**src/rtl/input_arb_pkg.sv**
```systemverilog
// Shared button indices, state encodings and queue depth for input_owner_arbiter.
package input_arb_pkg;
  localparam int unsigned BTN_RIGHT  = 0;
  localparam int unsigned BTN_LEFT   = 1;
  localparam int unsigned BTN_DOWN   = 2;
  localparam int unsigned BTN_UP     = 3;
  localparam int unsigned BTN_SKIP   = 4;
  localparam int unsigned BTN_START1 = 5;
  localparam int unsigned BTN_START2 = 6;
  localparam int unsigned BTN_COIN   = 7;

  localparam int unsigned COIN_QMAX  = 3;

  typedef enum logic {IDLE, OWNED} owner_state_t;
  typedef enum logic [1:0] {C_IDLE, C_HIGH, C_LOW} coin_state_t;
endpackage

```
**src/rtl/input_owner_arbiter_if.sv**
```systemverilog
// Per-player bundle between the source-merging logic and the arbiter.
interface input_owner_arbiter_if #(
  parameter int unsigned NSRC = 3
);
  localparam int unsigned OW = (NSRC > 1) ? $clog2(NSRC) : 1;

  logic              tick;
  logic              osd_active;
  logic [NSRC-1:0]   src_valid;
  logic [8*NSRC-1:0] src_btn;
  logic [7:0]        btn_out;
  logic [OW-1:0]     owner;
  logic              owner_valid;
  logic              coin_overflow;

  modport master (
    output tick, osd_active, src_valid, src_btn,
    input  btn_out, owner, owner_valid, coin_overflow
  );

  modport slave (
    input  tick, osd_active, src_valid, src_btn,
    output btn_out, owner, owner_valid, coin_overflow
  );
endinterface

```
**src/rtl/coin_pulse_queue.sv**
```systemverilog
// Queues coin requests (depth COIN_QMAX) and replays each as a tick-timed high/low pulse.
module coin_pulse_queue
  import input_arb_pkg::*;
#(
  parameter int unsigned COIN_TICKS = 4,
  parameter int unsigned CNT_W      = 8
) (
  input  logic clk_sys,
  input  logic RESET,
  input  logic tick,
  input  logic osd_active,
  input  logic req,
  output logic coin_high,
  output logic overflow
);
  localparam logic [CNT_W-1:0] CNT_LAST = CNT_W'(COIN_TICKS - 1);
  localparam logic [1:0]       QMAX     = 2'(COIN_QMAX);

  coin_state_t      state, state_nx;
  logic [1:0]       pending, pending_nx;
  logic [CNT_W-1:0] cnt, cnt_nx;
  logic             deq, accept, ovf_nx;

  always_comb begin
    state_nx   = state;
    cnt_nx     = cnt;
    deq        = 1'b0;
    case (state)
      C_IDLE: if (pending != '0) begin
        state_nx = C_HIGH;
        cnt_nx   = '0;
        deq      = 1'b1;
      end
      C_HIGH: if (tick) begin
        if (cnt == CNT_LAST) begin
          state_nx = C_LOW;
          cnt_nx   = '0;
        end else begin
          cnt_nx = cnt + 1'b1;
        end
      end
      C_LOW: if (tick) begin
        if (cnt == CNT_LAST) begin
          state_nx = C_IDLE;
          cnt_nx   = '0;
        end else begin
          cnt_nx = cnt + 1'b1;
        end
      end
      default: state_nx = C_IDLE;
    endcase

    // A dequeue frees a slot in the same cycle, so a full queue still accepts then.
    accept     = req && !osd_active && ((pending != QMAX) || deq);
    ovf_nx     = req && !osd_active && (pending == QMAX) && !deq;
    pending_nx = pending;
    if (accept && !deq)      pending_nx = pending + 1'b1;
    else if (deq && !accept) pending_nx = pending - 1'b1;
  end

  always_ff @(posedge clk_sys or posedge RESET) begin
    if (RESET) begin
      state    <= C_IDLE;
      pending  <= '0;
      cnt      <= '0;
      overflow <= 1'b0;
    end else begin
      state    <= state_nx;
      pending  <= pending_nx;
      cnt      <= cnt_nx;
      overflow <= ovf_nx;
    end
  end

  assign coin_high = (state == C_HIGH);
endmodule

```
**src/rtl/input_owner_arbiter.sv**
```systemverilog
// Grants one player input port to a single source with idle takeover and shaped coin pulses.
// Optional INPUT_ARB_ONEDIR_EN: last-pressed-wins filter on the four direction bits.
module input_owner_arbiter
  import input_arb_pkg::*;
#(
  parameter int unsigned NSRC       = 3,
  parameter int unsigned IDLE_TICKS = 60,
  parameter int unsigned COIN_TICKS = 4,
  parameter int unsigned CNT_W      = 8
) (
  input logic                  clk_sys,
  input logic                  RESET,
  input_owner_arbiter_if.slave bus
);
  localparam int unsigned      OW       = (NSRC > 1) ? $clog2(NSRC) : 1;
  localparam logic [CNT_W-1:0] IDLE_MAX = CNT_W'(IDLE_TICKS);

  function automatic logic [OW-1:0] lowest_idx(input logic [NSRC-1:0] v);
    logic found;
    found      = 1'b0;
    lowest_idx = '0;
    for (int unsigned i = 0; i < NSRC; i++) begin
      if (v[i] && !found) begin
        lowest_idx = OW'(i);
        found      = 1'b1;
      end
    end
  endfunction

  logic [NSRC-1:0]  s1_valid;
  logic [7:0]       s1_btn [NSRC];
  logic [NSRC-1:0]  act, others;
  logic [OW-1:0]    first_act, first_other;
  owner_state_t     state, state_nx;
  logic [OW-1:0]    owner, owner_nx;
  logic [CNT_W-1:0] idle_cnt, idle_nx;
  logic             coin_prev, coin_prev_nx, coin_req;
  logic [6:0]       btn_q, btn_nx;
  logic             own_valid, own_act, own_coin;
  logic             coin_high, coin_ovf;

  always_ff @(posedge clk_sys or posedge RESET) begin
    if (RESET) begin
      s1_valid <= '0;
      for (int unsigned i = 0; i < NSRC; i++) s1_btn[i] <= '0;
    end else begin
      s1_valid <= bus.src_valid;
      for (int unsigned i = 0; i < NSRC; i++) s1_btn[i] <= bus.src_btn[8*i +: 8];
    end
  end

  always_comb begin
    act = '0;
    for (int unsigned i = 0; i < NSRC; i++) act[i] = s1_valid[i] && (s1_btn[i] != '0);
    others        = act;
    others[owner] = 1'b0;
  end

  assign first_act   = lowest_idx(act);
  assign first_other = lowest_idx(others);
  assign own_valid   = s1_valid[owner];
  assign own_act     = act[owner];
  assign own_coin    = s1_btn[owner][BTN_COIN];

  always_comb begin
    state_nx     = state;
    owner_nx     = owner;
    idle_nx      = idle_cnt;
    coin_prev_nx = coin_prev;
    coin_req     = 1'b0;
    btn_nx       = '0;
    if (!bus.osd_active) begin
      case (state)
        IDLE: if (act != '0) begin
          state_nx     = OWNED;
          owner_nx     = first_act;
          idle_nx      = '0;
          coin_prev_nx = s1_btn[first_act][BTN_COIN];
        end
        OWNED: if (!own_valid) begin
          state_nx = IDLE;
          idle_nx  = '0;
        end else begin
          btn_nx       = s1_btn[owner][BTN_START2:0];
          coin_req     = own_coin && !coin_prev;
          coin_prev_nx = own_coin;
          if (own_act) begin
            idle_nx = '0;
          end else if ((idle_cnt == IDLE_MAX) && (others != '0)) begin
            owner_nx     = first_other;
            idle_nx      = '0;
            coin_prev_nx = s1_btn[first_other][BTN_COIN];
          end else if (bus.tick && (idle_cnt != IDLE_MAX)) begin
            idle_nx = idle_cnt + 1'b1;
          end
        end
        default: state_nx = IDLE;
      endcase
    end else if (state == OWNED) begin
      // Track the coin bit while the OSD is open so presses made there are swallowed.
      coin_prev_nx = own_coin;
    end
  end

  always_ff @(posedge clk_sys or posedge RESET) begin
    if (RESET) begin
      state     <= IDLE;
      owner     <= '0;
      idle_cnt  <= '0;
      coin_prev <= 1'b0;
      btn_q     <= '0;
    end else begin
      state     <= state_nx;
      owner     <= owner_nx;
      idle_cnt  <= idle_nx;
      coin_prev <= coin_prev_nx;
      btn_q     <= btn_nx;
    end
  end

  coin_pulse_queue #(
    .COIN_TICKS (COIN_TICKS),
    .CNT_W      (CNT_W)
  ) u_coin (
    .clk_sys    (clk_sys),
    .RESET      (RESET),
    .tick       (bus.tick),
    .osd_active (bus.osd_active),
    .req        (coin_req),
    .coin_high  (coin_high),
    .overflow   (coin_ovf)
  );

`ifdef INPUT_ARB_ONEDIR_EN
  logic       own_chg, own_chg_q;
  logic [3:0] dir_prev, dir_mask, dir_mask_nx, dir_rise, dir_q;

  assign own_chg = (state_nx != state) || (owner_nx != owner);

  always_comb begin
    dir_rise    = btn_q[BTN_UP:BTN_RIGHT] & ~dir_prev;
    dir_mask_nx = dir_mask;
    if (own_chg_q)            dir_mask_nx = '0;
    else if (dir_rise != '0)  dir_mask_nx = dir_rise & (~dir_rise + 4'd1);
  end

  always_ff @(posedge clk_sys or posedge RESET) begin
    if (RESET) begin
      own_chg_q <= 1'b0;
      dir_prev  <= '0;
      dir_mask  <= '0;
      dir_q     <= '0;
    end else begin
      own_chg_q <= own_chg;
      dir_prev  <= btn_q[BTN_UP:BTN_RIGHT];
      dir_mask  <= dir_mask_nx;
      dir_q     <= btn_q[BTN_UP:BTN_RIGHT] & dir_mask_nx;
    end
  end

  assign bus.btn_out = {coin_high, btn_q[BTN_START2:BTN_SKIP], dir_q};
`else
  assign bus.btn_out = {coin_high, btn_q};
`endif

  assign bus.owner         = owner;
  assign bus.owner_valid   = (state == OWNED);
  assign bus.coin_overflow = coin_ovf;
endmodule

```
**src/flat_wrapper.sv**
```systemverilog
// flat-port wrapper written by rule: the top's interface ports become plain ports
module input_owner_arbiter_flat import input_arb_pkg::*;
#(
  parameter int unsigned NSRC       = 3,
  parameter int unsigned IDLE_TICKS = 60,
  parameter int unsigned COIN_TICKS = 4,
  parameter int unsigned CNT_W      = 8
)
  (clk_sys, RESET, bus_tick, bus_osd_active, bus_src_valid, bus_src_btn, bus_btn_out, bus_owner, bus_owner_valid, bus_coin_overflow);
  input_owner_arbiter_if #(.NSRC(NSRC)) bus_i ();
  input logic clk_sys;
  input logic RESET;
  input wire logic [$bits(bus_i.tick)-1:0] bus_tick;
  input wire logic [$bits(bus_i.osd_active)-1:0] bus_osd_active;
  input wire logic [$bits(bus_i.src_valid)-1:0] bus_src_valid;
  input wire logic [$bits(bus_i.src_btn)-1:0] bus_src_btn;
  output wire logic [$bits(bus_i.btn_out)-1:0] bus_btn_out;
  output wire logic [$bits(bus_i.owner)-1:0] bus_owner;
  output wire logic [$bits(bus_i.owner_valid)-1:0] bus_owner_valid;
  output wire logic [$bits(bus_i.coin_overflow)-1:0] bus_coin_overflow;
  assign bus_i.tick = bus_tick;
  assign bus_i.osd_active = bus_osd_active;
  assign bus_i.src_valid = bus_src_valid;
  assign bus_i.src_btn = bus_src_btn;
  assign bus_btn_out = bus_i.btn_out;
  assign bus_owner = bus_i.owner;
  assign bus_owner_valid = bus_i.owner_valid;
  assign bus_coin_overflow = bus_i.coin_overflow;
  input_owner_arbiter #(.NSRC(NSRC), .IDLE_TICKS(IDLE_TICKS), .COIN_TICKS(COIN_TICKS), .CNT_W(CNT_W)) u_core (.clk_sys(clk_sys), .RESET(RESET), .bus(bus_i));
endmodule
```
**config.mk**
```make
export PLATFORM = sky130hd
export DESIGN_NAME = input_owner_arbiter_flat
export DESIGN_NICKNAME = d
export VERILOG_FILES = /design/src/rtl/input_arb_pkg.sv /design/src/rtl/input_owner_arbiter_if.sv /design/src/rtl/coin_pulse_queue.sv /design/src/rtl/input_owner_arbiter.sv /design/src/flat_wrapper.sv
export SDC_FILE = /design/constraint.sdc
export NUM_CORES = 1
export LEC_CHECK = 0
export ABC_AREA = 1
export ABC_CLOCK_PERIOD_IN_PS = 2000
export CAP_MARGIN = 20
export CORE_MARGIN = 8
export CORE_UTILIZATION = 49
export DETAILED_ROUTE_END_ITERATION = 12
export HOLD_SLACK_MARGIN = 0.03
export PLACE_DENSITY = 0.76
export SKIP_CTS_REPAIR_TIMING = 1
export SYNTH_ARGS = -nofsm -noshare
export SYNTH_HDL_FRONTEND = slang
export SYNTH_SLANG_ARGS = --single-unit
```
**constraint.sdc**
```tcl
create_clock -name clk_sys -period 2 [get_ports clk_sys]
set_input_delay 0.4 -clock clk_sys [delete_from_list [all_inputs] [get_ports clk_sys]]
set_output_delay 0.4 -clock clk_sys [all_outputs]
set_load 0.01 [all_outputs]
```
**Where the registers sit**

Drawn at 4 px/µm. Other sequential cells in the stronger gray, the rest of the logic in the fainter gray.
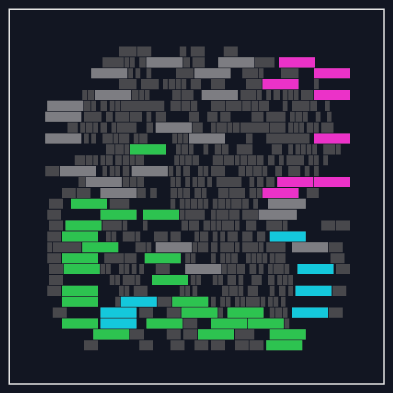
Key: green = `u_core.s1_btn` [sequential cells 24]; magenta = `u_core.idle_cnt` [sequential cells 8]; cyan = `u_core.btn_q` [sequential cells 7]

**Cell classes on the final placement**

Drawn at 4 px/µm.
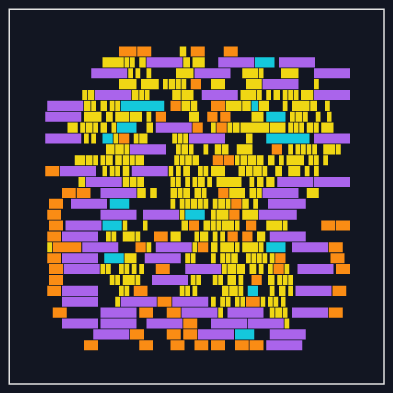
Key: yellow = all other logic [cells 282]; cyan = clock drivers and dummy loads [cells 14]; purple = flip-flops [cells 59]; orange = other buffers and delay cells [cells 66]

==> CHANGELOG.md <==
## Flow update

- Type of the worst min-delay path: input port to asynchronous set/reset pin
- Arr. time, crit path: 2.34 ns
- Area leader share: 0.5038
- Late-Pin Clk Latency: 0.34 ns
- Vias per inst: roughly 4.9
- CTS Buf Count: 9
- Failing checks: negative setup slack
- Switch share: 0.3737
- Setup violators final: 2
- Biggest area consumer among synthesized cells: dfrtp_1
- Critical path's most frequent cell: o21ai_2
- RD Place Congestion: 0.9127
- TritonCTS clock tree: built
- Reg2reg path depth: 12
- Slew margin rel.: 0.7679
- Crit path launch type: flop
- Cycle use final: 1.060
- Flop pwr share: 0.320
- Most used logic cell in the final layout: nand2_1
- Pre-Repair DR Iteration Count: 5
- FP Util: 0.5009
- Post-layout min period: 2.121 ns
- Combinational Power Share: 0.438
- Worst-Margin Slew: approximately 0.35 ns
- Flip-flops with a built-in enable: 0
- Cell Chain, Critical Path: inv_4, nor2_4, inv_2, o21ai_2, o21ai_2, nor3_2, nand3b_1, a31oi_1, ha_1, a21oi_1, o21ai_1, xor2_1
- Mapped Area: 2930 µm²
- N_diodes: 0
- Synth async-reset ratio: 1.000
- Layout Skew: 0.003409 ns
- Final Hold Viols: 0
- Share of cells above drive strength 1: 0.1686
- Largest net degree at the start of global routing: 60
- DRC viols: 0
- Post-Layout Cell Count: a little under 500
- Initial DRC Count: 144
- WL final: 6.538 mm
- Die X: 93.33 µm
- Core Region: 5851 µm²
- Worst r2r src: u_core.bus.owner[1]$_DFFE_PP0P_
- Vias in the first global route: 2,549
- Status: finished with violations
- CP Capture Type: flop
- Syn avg cell area: 8.568 µm²
- Total Routing Usage GR: 0.1625
- Critical path origin: u_core.bus.owner[1]$_DFFE_PP0P_
- Detailed-route via count: 2,448
- Crit path max fanout: 4
- Die area: slightly below 9000 µm²
- Clock-pin slew on the worst setup and hold paths: 0.06 ns
- Top_reg_cell synth: dfrtp_1
- Max-cap violations: 0
- WL per Instance: 13.18 µm
- RSZ-0062 raised after global routing: yes
- Critical path's largest stage delay: 0.44 ns
- Sequential area share after synthesis: 0.5038
- Critical path's slowest cell: dfrtp_2
- Max VDD drop: just over 700 µV
- Clock buffer depth: 2
- Distinct lib cells used: 37
- Fin. max-slew vios: 0
- Leak Pwr: 0.001884 µW
- Internal cell power: 2988 µW
- Tool Warnings: 30
- Peak Freq: 471.5 MHz
- Switch Pwr: approximately 1800 µW
- ANT nets after route: 0
- Setup WS post-layout: -0.1209 ns
- Post-layout util: 0.6595
- Worst Setup Path Type: flop to flop
- Num Clock Sinks: 59
- Flop2flop setup slack: -0.12 ns
- Post-DP HPWL: 4.813 mm
- GRT overflow: 0
**Placement view**

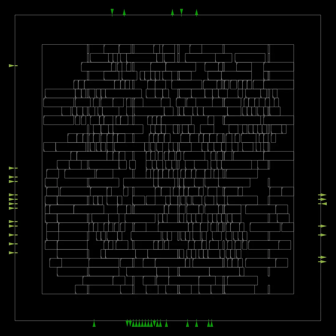
Flop Count: 59
Layout fillers: 460

**Metal 3**

Drawn at 3 px/µm.
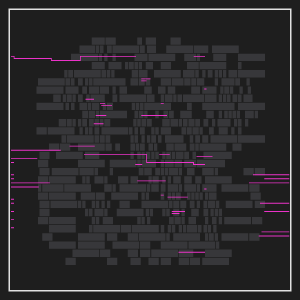
The longest straight run is 20.7 µm. The layer holds 4.4% of the routed length. The layer carries 289 µm of wire.

final cells by class:
| cell class | count | area (µm²) | area share |
|---|---|---|---|
| Tap cell | 75 | 93.84 | 0.02432 |
| Inverter | 61 | 231.5 | 0.05999 |
| Clock buffer | 9 | 123.9 | 0.03210 |
| Clock inverter | 5 | 80.08 | 0.02075 |
| Multi-Input combinational cell | 221 | 1235 | 0.3200 |
| Timing Repair Buffer | 66 | 615.6 | 0.1595 |
| Sequential cell | 59 | 1479 | 0.3833 |
synthesized netlist by cell type (2+ instances only):
library cell  instances
nor2_2                2
nor2_1               44
a221oi_1              3
o21ai_2               3
ha_1                  7
nand4_1               3
nand2_4               4
nand2_2               2
nand3_1              21
o21ai_0              13
a21oi_1              12
a31oi_1               2
nor2_4                4
inv_2                 6
nor3_1                7
nand3_2               2
xor2_1                6
nand2_1              59
o21ai_1               7
nor4_1                2
dfrtp_1              59
inv_1                55
o22ai_1               5
through the flow:
stage | cell area [µm²] | hold slack (ns) | TNS (ns)
CTS | 3804 | 0.4570 | -0.07752
global route | 3859 | 0.4697 | -0.3866
detailed placement | 3600 | 0.4608 | -0.1324
finish | 3859 | 0.4471 | -0.1472
floorplan | 2938 | 0.4314 | 0
global placement | 3600 | 0.4604 | -0.03552
sequential cells by signal (all words and copies together) (netlist names), 2 cells and up:
signal and flops:
u_core.s1_valid 3, u_core.u_coin.pending 2, u_core.bus.owner 2, u_core.idle_cnt 8, u_core.u_coin.cnt 8, u_core.btn_q 7, u_core.s1_btn 24, u_core.u_coin.state 2
final timing paths:
| path | to |
|---|---|
| setup / recovery | u_core.u_coin.pending[1]$_DFFE_PP0P_ |
| hold / removal | u_core.s1_btn[21]$_DFF_PP0_ |
| setup reg to reg | u_core.u_coin.pending[1]$_DFFE_PP0P_ |
| hold reg to reg | u_core.coin_prev$_DFFE_PP0P_ |
| max in group asynchronous | u_core.bus.owner[1]$_DFFE_PP0P_ |
| min in group clk_sys | u_core.coin_prev$_DFFE_PP0P_ |
power by group through the flow:
stage / Clock, µW / Combinational, µW / Sequential, µW
2_1_floorplan: 0 / 1200 / 1560
3_3_place_gp: 0 / 1920 / 1530
5_1_grt: 1230 / 2320 / 1550
3_5_place_dp: 0 / 1990 / 1540
4_1_cts: 1170 / 2000 / 1520
6_report: 1150 / 2090 / 1530
logic make-up after synthesis:
| family | count (synthesis) | synth area share |
|---|---|---|
| and+or+nand+nor | 157 | 0.2630 |
| AOI/OAI and AO/OA | 50 | 0.1016 |
| xor gates and xnor gates | 7 | 0.02092 |
| adders and majority gates | 7 | 0.02989 |
| buffers and inverters | 62 | 0.08070 |
| DFF | 59 | 0.5038 |
critical path, delay by kind of cell, from the launching register on:
family / cells / cell delay, ns
AOI/OAI and AO/OA: 5 / 0.59
and+or+nand+nor: 3 / 0.42
xor gates and xnor gates: 1 / 0.15
buffers and inverters: 2 / 0.11
DFF: 1 / 0.44
adders and majority gates: 1 / 0.28
layer usage:
layer | vias to the layer above | GRT usage | part of all wire
li1 | 1244 | - | -
met1 | 1136 | 0.1887 | 0.44
met2 | 55 | 0.2673 | 0.49
met3 | 13 | 0.04087 | 0.044
met4 | 0 | 0.09262 | 0.024
met5 | - | 0 | 0
Power and IR drop assume default switching activity.
